**Run 1: PDN straps and rails**

Pins as bars on the die edge.
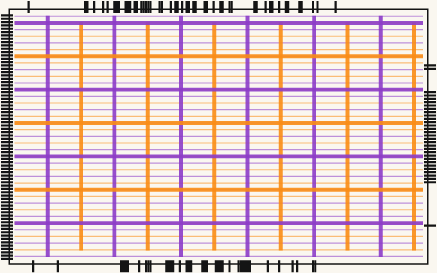
**Run 1: cell classes on the final placement**

Scale bar: 50 um.
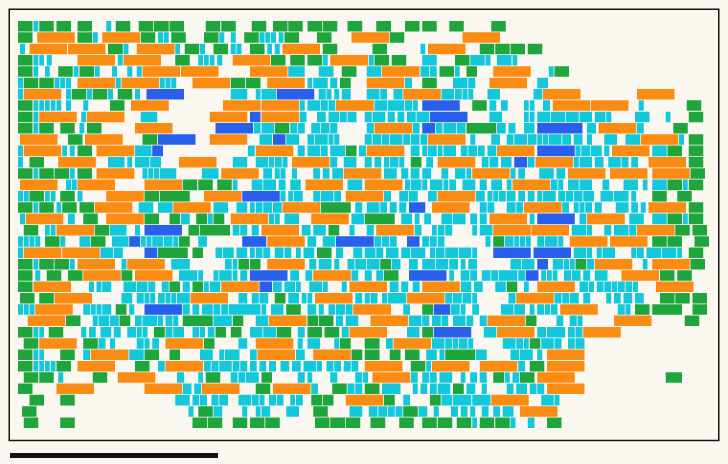
**Run 1: clock wires, drivers and flops**

Scale bar: 50 um.
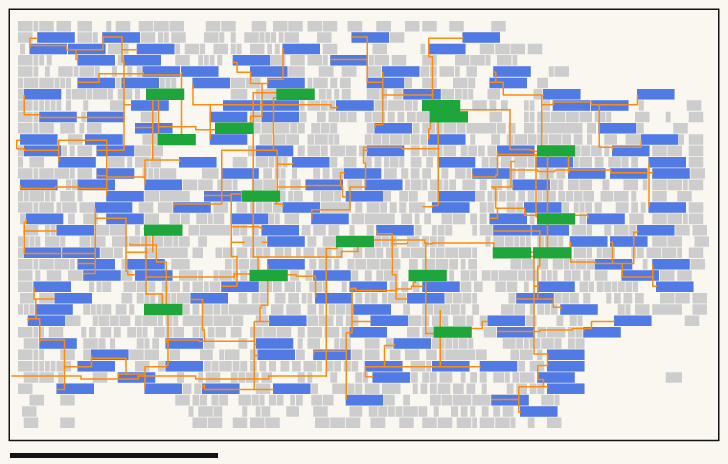
**Run 1: metal layers overlaid**

Only two layers are drawn.
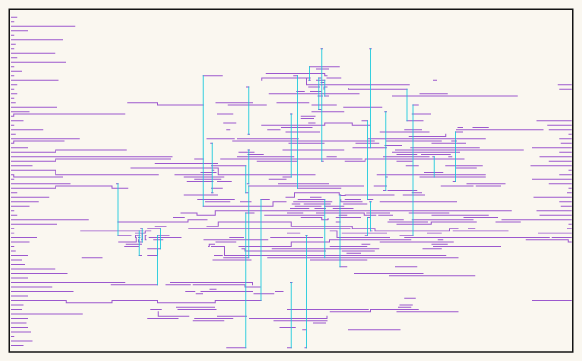
$ cat config.mk
export PLATFORM = sky130hd
export DESIGN_NAME = e203_dma_mover_flat
export DESIGN_NICKNAME = d
export VERILOG_FILES = /design/src/rtl/e203_dma_mover_if.sv /design/src/rtl/e203_dma_mover.sv /design/src/flat_wrapper.sv
export SDC_FILE = /design/constraint.sdc
export NUM_CORES = 1
export LEC_CHECK = 0
export CORE_ASPECT_RATIO = 0.6
export CORE_MARGIN = 1.5
export CORE_UTILIZATION = 51
export DETAILED_ROUTE_END_ITERATION = 8
export PLACE_DENSITY = 0.93
export SLEW_MARGIN = 20
export SYNTH_ARGS = -nofsm -noshare
export SYNTH_HDL_FRONTEND = slang
export SYNTH_SLANG_ARGS = --single-unit
export TNS_END_PERCENT = 10
$ cat constraint.sdc
create_clock -name clk -period 3.12 [get_ports clk]
set_input_delay 0.936 -clock clk [delete_from_list [all_inputs] [get_ports clk]]
set_output_delay 0.936 -clock clk [all_outputs]
set_load 0.03 [all_outputs]
$ cat src/rtl/e203_dma_mover_if.sv
// ICB command/response channel between the DMA data mover (master) and the bus fabric (slave).
interface e203_dma_mover_if #(
   parameter int ADDR_W = 32,
   parameter int DATA_W = 32
);
   logic                cmd_valid;
   logic                cmd_ready;
   logic [ADDR_W-1:0]   cmd_addr;
   logic                cmd_read;
   logic [DATA_W-1:0]   cmd_wdata;
   logic [DATA_W/8-1:0] cmd_wmask;
   logic                rsp_valid;
   logic                rsp_ready;
   logic                rsp_err;
   logic [DATA_W-1:0]   rsp_rdata;

   modport master (
      output cmd_valid, cmd_addr, cmd_read, cmd_wdata, cmd_wmask, rsp_ready,
      input  cmd_ready, rsp_valid, rsp_err, rsp_rdata
   );

   modport slave (
      input  cmd_valid, cmd_addr, cmd_read, cmd_wdata, cmd_wmask, rsp_ready,
      output cmd_ready, rsp_valid, rsp_err, rsp_rdata
   );
endinterface

$ cat src/rtl/e203_dma_mover.sv
// E203 DMA data mover: copies cfg_len words from source to destination, one read then one write per word.
//
// state  | meaning
// IDLE   | waiting for cfg_start
// RD_CMD | read command for rd_addr on the bus
// RD_RSP | waiting for read data
// WR_CMD | write command of the buffered word to wr_addr
// WR_RSP | waiting for write acknowledge
// FIN    | dma_irq high for one cycle, then back to IDLE
module e203_dma_mover #(
   parameter int ADDR_W = 32,
   parameter int DATA_W = 32,
   parameter int LEN_W  = 16
) (
   input  logic              clk,
   input  logic              rst_n,
   input  logic [ADDR_W-1:0] cfg_src_addr,
   input  logic [ADDR_W-1:0] cfg_dst_addr,
   input  logic [LEN_W-1:0]  cfg_len,
   input  logic              cfg_start,
   output logic              busy,
   output logic              err,
   output logic              dma_irq,
   e203_dma_mover_if.master  icb
);

   typedef enum logic [2:0] {
      IDLE   = 3'd0,
      RD_CMD = 3'd1,
      RD_RSP = 3'd2,
      WR_CMD = 3'd3,
      WR_RSP = 3'd4,
      FIN    = 3'd5
   } state_t;

   state_t              state;
   logic [ADDR_W-1:0]   rd_addr;
   logic [ADDR_W-1:0]   wr_addr;
   logic [LEN_W-1:0]    remaining;
   logic [DATA_W-1:0]   data_buf;
   logic                cmd_valid_q;
   logic                cmd_read_q;
   logic [ADDR_W-1:0]   cmd_addr_q;
   logic [DATA_W/8-1:0] cmd_wmask_q;
   logic                rsp_ready_q;

   assign icb.cmd_valid = cmd_valid_q;
   assign icb.cmd_read  = cmd_read_q;
   assign icb.cmd_addr  = cmd_addr_q;
   assign icb.cmd_wdata = data_buf;
   assign icb.cmd_wmask = cmd_wmask_q;
   assign icb.rsp_ready = rsp_ready_q;

   // Command fields are loaded on entry to a CMD state, so they cannot move while stalled.
   always_ff @(posedge clk or negedge rst_n) begin
      if (!rst_n) begin
         state       <= IDLE;
         rd_addr     <= '0;
         wr_addr     <= '0;
         remaining   <= '0;
         data_buf    <= '0;
         busy        <= 1'b0;
         err         <= 1'b0;
         dma_irq     <= 1'b0;
         cmd_valid_q <= 1'b0;
         cmd_read_q  <= 1'b0;
         cmd_addr_q  <= '0;
         cmd_wmask_q <= '0;
         rsp_ready_q <= 1'b0;
      end else begin
         case (state)
            IDLE: begin
               if (cfg_start) begin
                  err  <= 1'b0;
                  busy <= 1'b1;
                  if (cfg_len != '0) begin
                     rd_addr     <= cfg_src_addr;
                     wr_addr     <= cfg_dst_addr;
                     remaining   <= cfg_len;
                     cmd_valid_q <= 1'b1;
                     cmd_read_q  <= 1'b1;
                     cmd_addr_q  <= cfg_src_addr;
                     cmd_wmask_q <= '0;
                     state       <= RD_CMD;
                  end else begin
                     dma_irq <= 1'b1;
                     state   <= FIN;
                  end
               end
            end
            RD_CMD: begin
               if (icb.cmd_ready) begin
                  cmd_valid_q <= 1'b0;
                  rsp_ready_q <= 1'b1;
                  state       <= RD_RSP;
               end
            end
            RD_RSP: begin
               if (icb.rsp_valid) begin
                  rsp_ready_q <= 1'b0;
                  if (icb.rsp_err) begin
                     err     <= 1'b1;
                     dma_irq <= 1'b1;
                     state   <= FIN;
                  end else begin
                     data_buf    <= icb.rsp_rdata;
                     rd_addr     <= rd_addr + ADDR_W'(4);
                     cmd_valid_q <= 1'b1;
                     cmd_read_q  <= 1'b0;
                     cmd_addr_q  <= wr_addr;
                     cmd_wmask_q <= '1;
                     state       <= WR_CMD;
                  end
               end
            end
            WR_CMD: begin
               if (icb.cmd_ready) begin
                  cmd_valid_q <= 1'b0;
                  rsp_ready_q <= 1'b1;
                  state       <= WR_RSP;
               end
            end
            WR_RSP: begin
               if (icb.rsp_valid) begin
                  rsp_ready_q <= 1'b0;
                  wr_addr     <= wr_addr + ADDR_W'(4);
                  remaining   <= remaining - LEN_W'(1);
                  if (icb.rsp_err) begin
                     err     <= 1'b1;
                     dma_irq <= 1'b1;
                     state   <= FIN;
                  end else if (remaining == LEN_W'(1)) begin
                     dma_irq <= 1'b1;
                     state   <= FIN;
                  end else begin
                     cmd_valid_q <= 1'b1;
                     cmd_read_q  <= 1'b1;
                     cmd_addr_q  <= rd_addr;
                     cmd_wmask_q <= '0;
                     state       <= RD_CMD;
                  end
               end
            end
            FIN: begin
               dma_irq <= 1'b0;
               busy    <= 1'b0;
               state   <= IDLE;
            end
            default: begin
               busy        <= 1'b0;
               dma_irq     <= 1'b0;
               cmd_valid_q <= 1'b0;
               rsp_ready_q <= 1'b0;
               state       <= IDLE;
            end
         endcase
      end
   end

endmodule
$ cat src/flat_wrapper.sv
// flat-port wrapper written by rule: the top's interface ports become plain ports
module e203_dma_mover_flat 
#(
   parameter int ADDR_W = 32,
   parameter int DATA_W = 32,
   parameter int LEN_W  = 16
)
  (clk, rst_n, cfg_src_addr, cfg_dst_addr, cfg_len, cfg_start, busy, err, dma_irq, icb_cmd_valid, icb_cmd_addr, icb_cmd_read, icb_cmd_wdata, icb_cmd_wmask, icb_rsp_ready, icb_cmd_ready, icb_rsp_valid, icb_rsp_err, icb_rsp_rdata);
  e203_dma_mover_if #(.ADDR_W(ADDR_W), .DATA_W(DATA_W)) icb_i ();
  input  logic clk;
  input  logic rst_n;
  input  logic [ADDR_W-1:0] cfg_src_addr;
  input  logic [ADDR_W-1:0] cfg_dst_addr;
  input  logic [LEN_W-1:0] cfg_len;
  input  logic cfg_start;
  output logic busy;
  output logic err;
  output logic dma_irq;
  output wire logic [$bits(icb_i.cmd_valid)-1:0] icb_cmd_valid;
  output wire logic [$bits(icb_i.cmd_addr)-1:0] icb_cmd_addr;
  output wire logic [$bits(icb_i.cmd_read)-1:0] icb_cmd_read;
  output wire logic [$bits(icb_i.cmd_wdata)-1:0] icb_cmd_wdata;
  output wire logic [$bits(icb_i.cmd_wmask)-1:0] icb_cmd_wmask;
  output wire logic [$bits(icb_i.rsp_ready)-1:0] icb_rsp_ready;
  input wire logic [$bits(icb_i.cmd_ready)-1:0] icb_cmd_ready;
  input wire logic [$bits(icb_i.rsp_valid)-1:0] icb_rsp_valid;
  input wire logic [$bits(icb_i.rsp_err)-1:0] icb_rsp_err;
  input wire logic [$bits(icb_i.rsp_rdata)-1:0] icb_rsp_rdata;
  assign icb_cmd_valid = icb_i.cmd_valid;
  assign icb_cmd_addr = icb_i.cmd_addr;
  assign icb_cmd_read = icb_i.cmd_read;
  assign icb_cmd_wdata = icb_i.cmd_wdata;
  assign icb_cmd_wmask = icb_i.cmd_wmask;
  assign icb_rsp_ready = icb_i.rsp_ready;
  assign icb_i.cmd_ready = icb_cmd_ready;
  assign icb_i.rsp_valid = icb_rsp_valid;
  assign icb_i.rsp_err = icb_rsp_err;
  assign icb_i.rsp_rdata = icb_rsp_rdata;
  e203_dma_mover #(.ADDR_W(ADDR_W), .DATA_W(DATA_W), .LEN_W(LEN_W)) u_core (.clk(clk), .rst_n(rst_n), .cfg_src_addr(cfg_src_addr), .cfg_dst_addr(cfg_dst_addr), .cfg_len(cfg_len), .cfg_start(cfg_start), .busy(busy), .err(err), .dma_irq(dma_irq), .icb(icb_i));
endmodule
==> summary.txt, run 1 <==
Notes on the physical design

The run finished with clean final reports. Per the synthesis report, the number of distinct cell types is between 50 and 60. The number of hold buffers added after CTS is 0. The sum of met2 wire segment lengths after detailed routing is approximately 12 mm. The post-layout period usage of the worst path is around nine tenths. The tool warning count for the run is 27. The global-route met2 utilization is 50.1%. The cell count after synthesis is ~1000. The tree is rooted in a sky130_fd_sc_hd__clkbuf_16. The multi-input combinational cells in the finished layout cover a total of between 0.004 and 0.005 mm^2. The highest metal layer carrying signal wires in the routed design is met4. After floorplanning, the die was sized to cover ~0.018 mm^2.

Counting the clock-network buffers in the layout gives 17. The register fraction of the total cell area is approximately a third. The wire length on met3 is 3.85 mm. The largest delay contributor family on the critical path is buffers and inverters.

Among logic cells in the layout, the one with the most instances is sky130_fd_sc_hd__clkdlybuf4s50_1. Counting I/O delays and the setup requirement, the final critical path takes approximately 2.8 ns. The number of antenna violations at the first check in global routing is 0. The count of multi-input gates is between 700 and 800. Per the OpenROAD power report, switching power amounts to 5.67 mW. The CTS tree is built. 0 antenna diodes ended up in the layout. In the final layout, non-clock buffers account for a little over a fifth of the cell area. The area fraction in mux cells is about 4.5%. The number of standard cells in the layout, taps in and fillers out is 1432. Synthesis produced a netlist with a net count of roughly 1100. The post-synthesis simple-gate area fraction is roughly 20%. The type recorded for the worst min-delay path is in -> async. STA classifies the critical path startpoint as a primary input. Per the timing report, the most critical flop-to-flop path originates at u_core.state[2]. Max fanout on the critical path was recorded as 21. The via count of the first global-routing pass is ~8400. The half-perimeter wire length after detailed placement is approximately 20 mm. The power in combinational cells is 6.12 mW. Gates resized during post-CTS repair numbered 0.

The floorplan report lists the tap cell count as approximately 230. The number of standard-cell rows in the floorplan is 36. In the power breakdown, the internal column shows approximately 6.7 mW. The total placed instance area is 0.0110 mm^2. The number of flops mapped to enable cells by yosys is 0. The area fraction of the dominant cell type after synthesis is a little under half.

Between clock sinks in the finished design, the worst skew comes to 0.0120 ns. Looking at the gate-level netlist, the highest instance count belongs to sky130_fd_sc_hd__nand2_1. The cell count after placement is approximately 1400.

In this run, the synthesized area fraction spent on adder and majority cells is recorded as less than 1%. In the Yosys report, the sequential cells make up 45.2% of the chip area. On the reported timing paths, the clock transition at the registers reads ~0.07 ns. The power report shows net switching accounting for about 46% of the total. At the pin with the least slew margin, the transition time is 0.918 ns. The worst path buffer plus inverter count is 3.

The area share of xor/xnor cells in the synthesized design is 0%. For this run, the number of Yosys warnings is 0. The clock insertion delay at the later pin of the skew report is around 0.43 ns. For this design the ratio of total power to cell area is about 1100 mW/mm^2. The number of I/O pins is around 190.

The floorplan core density is roughly 52%. Global routing consumed, on the met1 layer, between 40% and 50% of the routing resources.
-- 'PDN straps and rails' (at the start) --
net	colour
VSS	purple
VDD	orange
rows	36
met5 straps	7
signal pins	192
horizontal extent of the die: 170 um
area of the core: 0.0163 mm^2
Max rail drop VDD: 0.000552 V
die outline height: 103 um

-- 'cell classes on the final placement' (at the start) --
class	colour	cells
flip-flops	orange	154
other buffers and delay cells	green	244
all other logic	cyan	774
clock drivers and dummy loads	blue	32

-- 'clock wires, drivers and flops' (at the start) --
[flip-flops] blue | count: 154
[cells driving clock nets] green | count: 17
[clock wires] orange | length: 2020 um
routed clock nets	18
flops lie	widely spread

-- 'metal layers overlaid' (at the start) --
layer	colour	wire length
met3	purple	3850 um
met4	cyan	589 um
overall global routing resource usage: 33.0%
overall via count from detail_route: 8961

--- run 2 (diff from run 1) ---
Settings changed: SLEW_MARGIN 20 to 30.
**Run 2: the clock network**

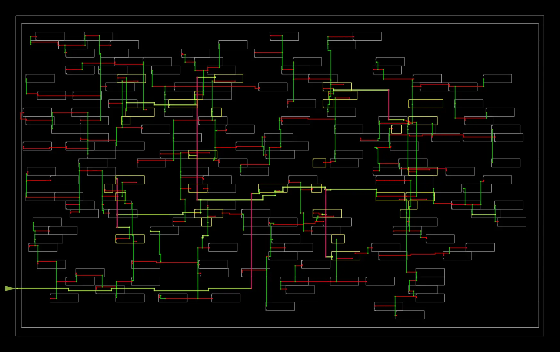
final-layout clock buffer total: 17
num sequential: 154
total number of clock tree sinks: 154

**Run 2: metal layers overlaid**

Only two layers are drawn.
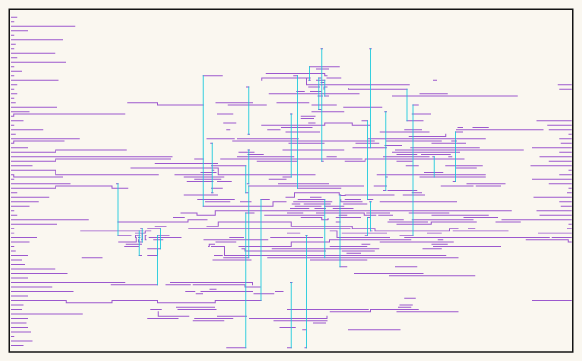
average detailed-routed wire length per instance: 19.9 um
total routed wirelength: 28.4 mm

==> run 2 against run 1 <==
- wire length unchanged
- setup slack unchanged
- register-to-register slack about the same
- power unchanged
- maximum frequency unchanged
- critical path depth unchanged
- final cell count unchanged
- hold slack unchanged
- synthesized cell count unchanged
- clock skew unchanged
- sequential power about the same
- largest power group unchanged
- highest routed layer unchanged
==> summary.txt, run 2 <==
Notes on the physical design

Result of the run: finished clean (unchanged). The CTS tree is built (unchanged). The launching point of the worst reg2reg path is u_core.state[2] (unchanged). The via count is 8961 (unchanged). The area fraction in mux cells was 4.49% (unchanged). The floorplan core density is 52.3% (unchanged). The cell count after placement was 1400 (unchanged). The setup skew after layout is 0.0120 ns (unchanged). The minimum period implied by the final worst setup slack came to 2.82 ns (unchanged). The net switching share of the total power is 45.7% (unchanged). The post-layout period usage of the worst path is 90.4% (unchanged). The global-route met2 utilization came to 50.1% (unchanged). The combinational gate area is 0.00423 mm^2 (unchanged). The count of distinct cell types in the synthesized netlist was 59 (unchanged). The number of antenna repair diodes is 0 (unchanged). The number of standard cells in the layout, taps in and fillers out was 1432 (unchanged).

The post-cts sizing count came to 0 (unchanged). The via count of the first global-routing pass is 8439 (unchanged). The number of flops mapped to enable cells by yosys is 0 (unchanged). The total power density per cell area is 1070 mW/mm^2 (unchanged). The worst path buffer plus inverter count is 3 (unchanged). The area share of xor/xnor cells in the synthesized design is 0% (unchanged).

The overall fraction of global-route tracks in use is 33.0% (unchanged). The post-synthesis cell type with the largest instance count was sky130_fd_sc_hd__nand2_1 (unchanged). The wire length on met3 is 3.85 mm (unchanged). The peak supply drop is 0.000552 V (unchanged). The count of multi-input gates is 730 (unchanged).

The maximum fanout along the worst path was 21 (unchanged). The clock transition time at the flip-flop clock pins of the worst setup and hold paths was 0.07 ns (about the same). The internal power is 6.73 mW (unchanged).

The total placed instance area came to 0.0110 mm^2 (unchanged). The register fraction of the total cell area is 33.4% (unchanged). The arithmetic-cell share of the synthesized area counting full adders, half adders and majority gates came to 0.587% (unchanged). The number of tapcells is 228 (unchanged). The number of antenna violations at the first check in global routing came to 0 (unchanged). The switching power came to 5.67 mW (unchanged).
Power figures rest on the tool's default switching activity, not on a simulated workload.
